<file path="src/rtl/rps_rr_arbiter.sv">
// rps_rr_arbiter
//   N-way rotating-priority arbiter with an optional grant lock.
//   The grant is combinational. The priority pointer and the lock state
//   are registered.
//   MODE 0: the pointer advances every cycle while arbitrating.
//   MODE 1: round-robin. The pointer moves to one past the last winner.
//
// Ports
//   clock      rising-edge clock
//   reset_n    asynchronous, active-low reset
//   req        request vector, bit i = requester i
//   en         arbiter enable; 0 forces the grant to zero
//   lock_req   sampled at the edge; the current winner keeps the grant
//   gnt        one-hot or zero grant
//   gnt_valid  |gnt
//   gnt_idx    encoded index of the granted bit, 0 when nothing is granted
//   count      current priority pointer
//   locked     1 while a requester owns the grant
module rps_rr_arbiter #(
  parameter int N     = 4,
  parameter int MODE  = 0,
  parameter int IDX_W = $clog2(N)
) (
  input  logic             clock,
  input  logic             reset_n,
  input  logic [N-1:0]     req,
  input  logic             en,
  input  logic             lock_req,
  output logic [N-1:0]     gnt,
  output logic             gnt_valid,
  output logic [IDX_W-1:0] gnt_idx,
  output logic [IDX_W-1:0] count,
  output logic             locked
);

  typedef enum logic {ARB, LOCKED} state_t;

  state_t           state;
  logic [IDX_W-1:0] owner;
  logic [IDX_W-1:0] scan_idx;
  logic             found;

  // Reset gates the grant as well, so the outputs go quiet as soon as
  // reset_n falls, without waiting for the registers.
  always_comb begin
    gnt      = '0;
    gnt_idx  = '0;
    found    = 1'b0;
    scan_idx = '0;
    if (reset_n && en) begin
      if (state == LOCKED) begin
        if (req[owner]) begin
          gnt[owner] = 1'b1;
          gnt_idx    = owner;
        end
      end else begin
        // Scan from the pointer upward. IDX_W-bit addition wraps modulo N.
        for (int k = 0; k < N; k++) begin
          scan_idx = count + IDX_W'(k);
          if (!found && req[scan_idx]) begin
            found         = 1'b1;
            gnt[scan_idx] = 1'b1;
            gnt_idx       = scan_idx;
          end
        end
      end
    end
  end

  assign gnt_valid = |gnt;
  assign locked    = (state == LOCKED);

  always_ff @(posedge clock or negedge reset_n) begin
    if (!reset_n) begin
      state <= ARB;
      owner <= '0;
      count <= '0;
    end else begin
      case (state)
        ARB: begin
          if (en && gnt_valid && lock_req) begin
            state <= LOCKED;
            owner <= gnt_idx;
          end
          // MODE 0 keeps the free-running pointer of the older selector.
          if (MODE == 0) begin
            count <= count + IDX_W'(1);
          end else if (en && gnt_valid) begin
            count <= gnt_idx + IDX_W'(1);
          end
        end
        LOCKED: begin
          // The pointer stays frozen while locked. On release, MODE 1
          // skips past the owner so that the owner does not win again at once.
          if (!req[owner] || !lock_req) begin
            state <= ARB;
            if (MODE != 0) begin
              count <= owner + IDX_W'(1);
            end
          end
        end
        default: state <= ARB;
      endcase
    end
  end

endmodule

</file>
<file path="config.mk">
export PLATFORM = sky130hd
export DESIGN_NAME = rps_rr_arbiter
export DESIGN_NICKNAME = d
export VERILOG_FILES = /design/src/rtl/rps_rr_arbiter.sv
export SDC_FILE = /design/constraint.sdc
export NUM_CORES = 1
export LEC_CHECK = 0
export CAP_MARGIN = 0
export CORE_MARGIN = 8
export CORE_UTILIZATION = 46
export CTS_CLUSTER_SIZE = 24
export DETAILED_ROUTE_END_ITERATION = 12
export PLACE_DENSITY = 0.76
export SETUP_SLACK_MARGIN = 0.5
export SLEW_MARGIN = 0
export SYNTH_ARGS = -nofsm -noshare
export SYNTH_HDL_FRONTEND = slang
export SYNTH_SLANG_ARGS = --single-unit
export TNS_END_PERCENT = 5
</file>
<file path="constraint.sdc">
create_clock -name clock -period 8.45 [get_ports clock]
set_input_delay 1.69 -clock clock [delete_from_list [all_inputs] [get_ports clock]]
set_output_delay 1.69 -clock clock [all_outputs]
set_load 0.03 [all_outputs]
</file>
io_placement.png
The bar under the picture is 20 µm long. Pins as bars across the die edge, other pins in gray.
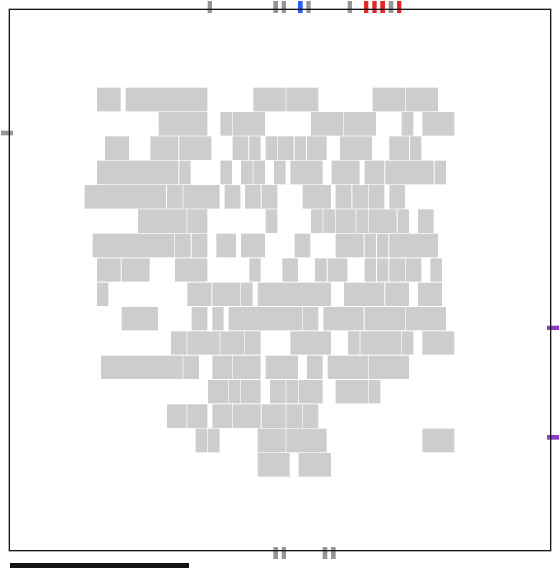
[red] gnt | pins: 4 | direction: output | edge: north
[purple] count | pins: 2 | direction: output | edge: east
[blue] lock_req | pins: 1 | direction: input | edge: north

placement.png
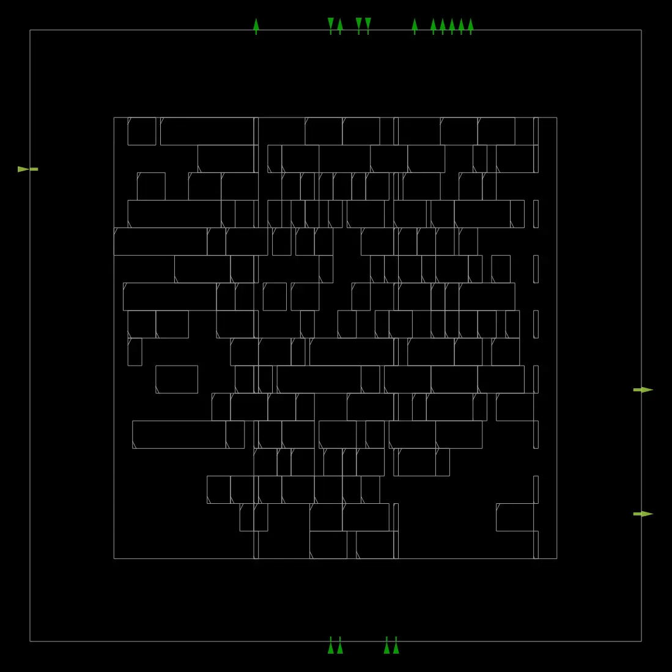
Seq area share: 11.5%
Std-Cell Rows: 16
FILL cells: 177
Core Region: 1900 µm²
utilization after layout: 57.4%

cell_density.png
The die is cut into 6 by 6 equal tiles; white is low, dark blue is high, 0 to 100% covered.
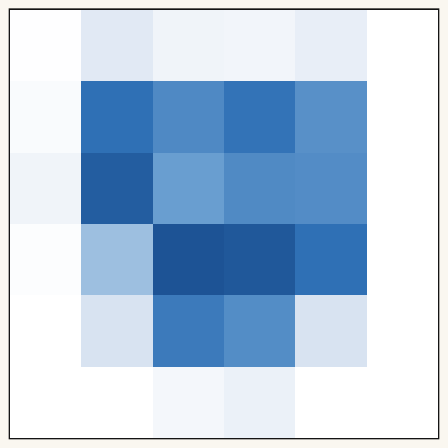
nearly empty tiles: 33%
mean over tiles: 29%
fullest tile: 86%
densest ninth of the die: center
tiles over 75% full: 8.3%

==> run notes <==
run results: outcome finished clean, WP data required 6.76 ns, Cell Area, Placed 1060 µm², Clk pwr share 7.0%, RSZ-0062 raised after global routing false, most frequent logic cell in the layout clkdlybuf4s50_1, Finished Layout Cells 161, Dominant cell area share 13.9%, routed wire length 2.39 mm, OpenROAD warnings 33, highest routed layer met3, LEAKAGE 0.433 nW, Yosys cell types 37, Worst Hold Path EP owner[0]$_DFFE_PN0P_, CTS tree built, Comb pwr share 74.3%, sw power 199 µW, YS warnings 0, met2 wire length 1.26 mm, R2R cell count 8, GRT met1 Usage 15.5%, Max Clk Rate 158 MHz, HP Class flip-flop to flip-flop, global-route wire length before repair 3.70 mm, worst slew pin tran 0.659 ns, maximum vdd drop 173 µV, fin crit period 6.33 ns, ys flops 5, Yosys chip area 903 µm², most instantiated logic cells after routing clkdlybuf4s50_1, nand2_1, nor2_1, o21ai_0, ha_1, CP max FO 13, Die Wd 60.3 µm, most numerous cell in the Yosys netlist nand2_1, Mapped Cells 122
flip-flops by register name, indices dropped and copies added (netlist names):
| name | flops |
|---|---|
| count | 2 |
| locked | 1 |
| owner | 2 |
power by group through the flow:
stage | Combinational, mW | Clock [mW] | Sequential [mW]
4_1_cts | 0.276 | 0.0279 | 0.0690
2_1_floorplan | 0.211 | 0 | 0.0587
3_5_place_dp | 0.274 | 0 | 0.0696
6_report | 0.277 | 0.0261 | 0.0696
3_3_place_gp | 0.271 | 0 | 0.0689
5_1_grt | 0.300 | 0.0287 | 0.0747
area by class of cell:
type | instances | area share (%)
flip-flops and latches | 5 | 11.5
multi-input cells | 104 | 66.1
repair buffers | 17 | 15.6
well taps | 27 | 3.10
inverters | 4 | 1.38
clock buffers | 4 | 2.41
Power figures rest on the tool's default switching activity, not on a simulated workload.
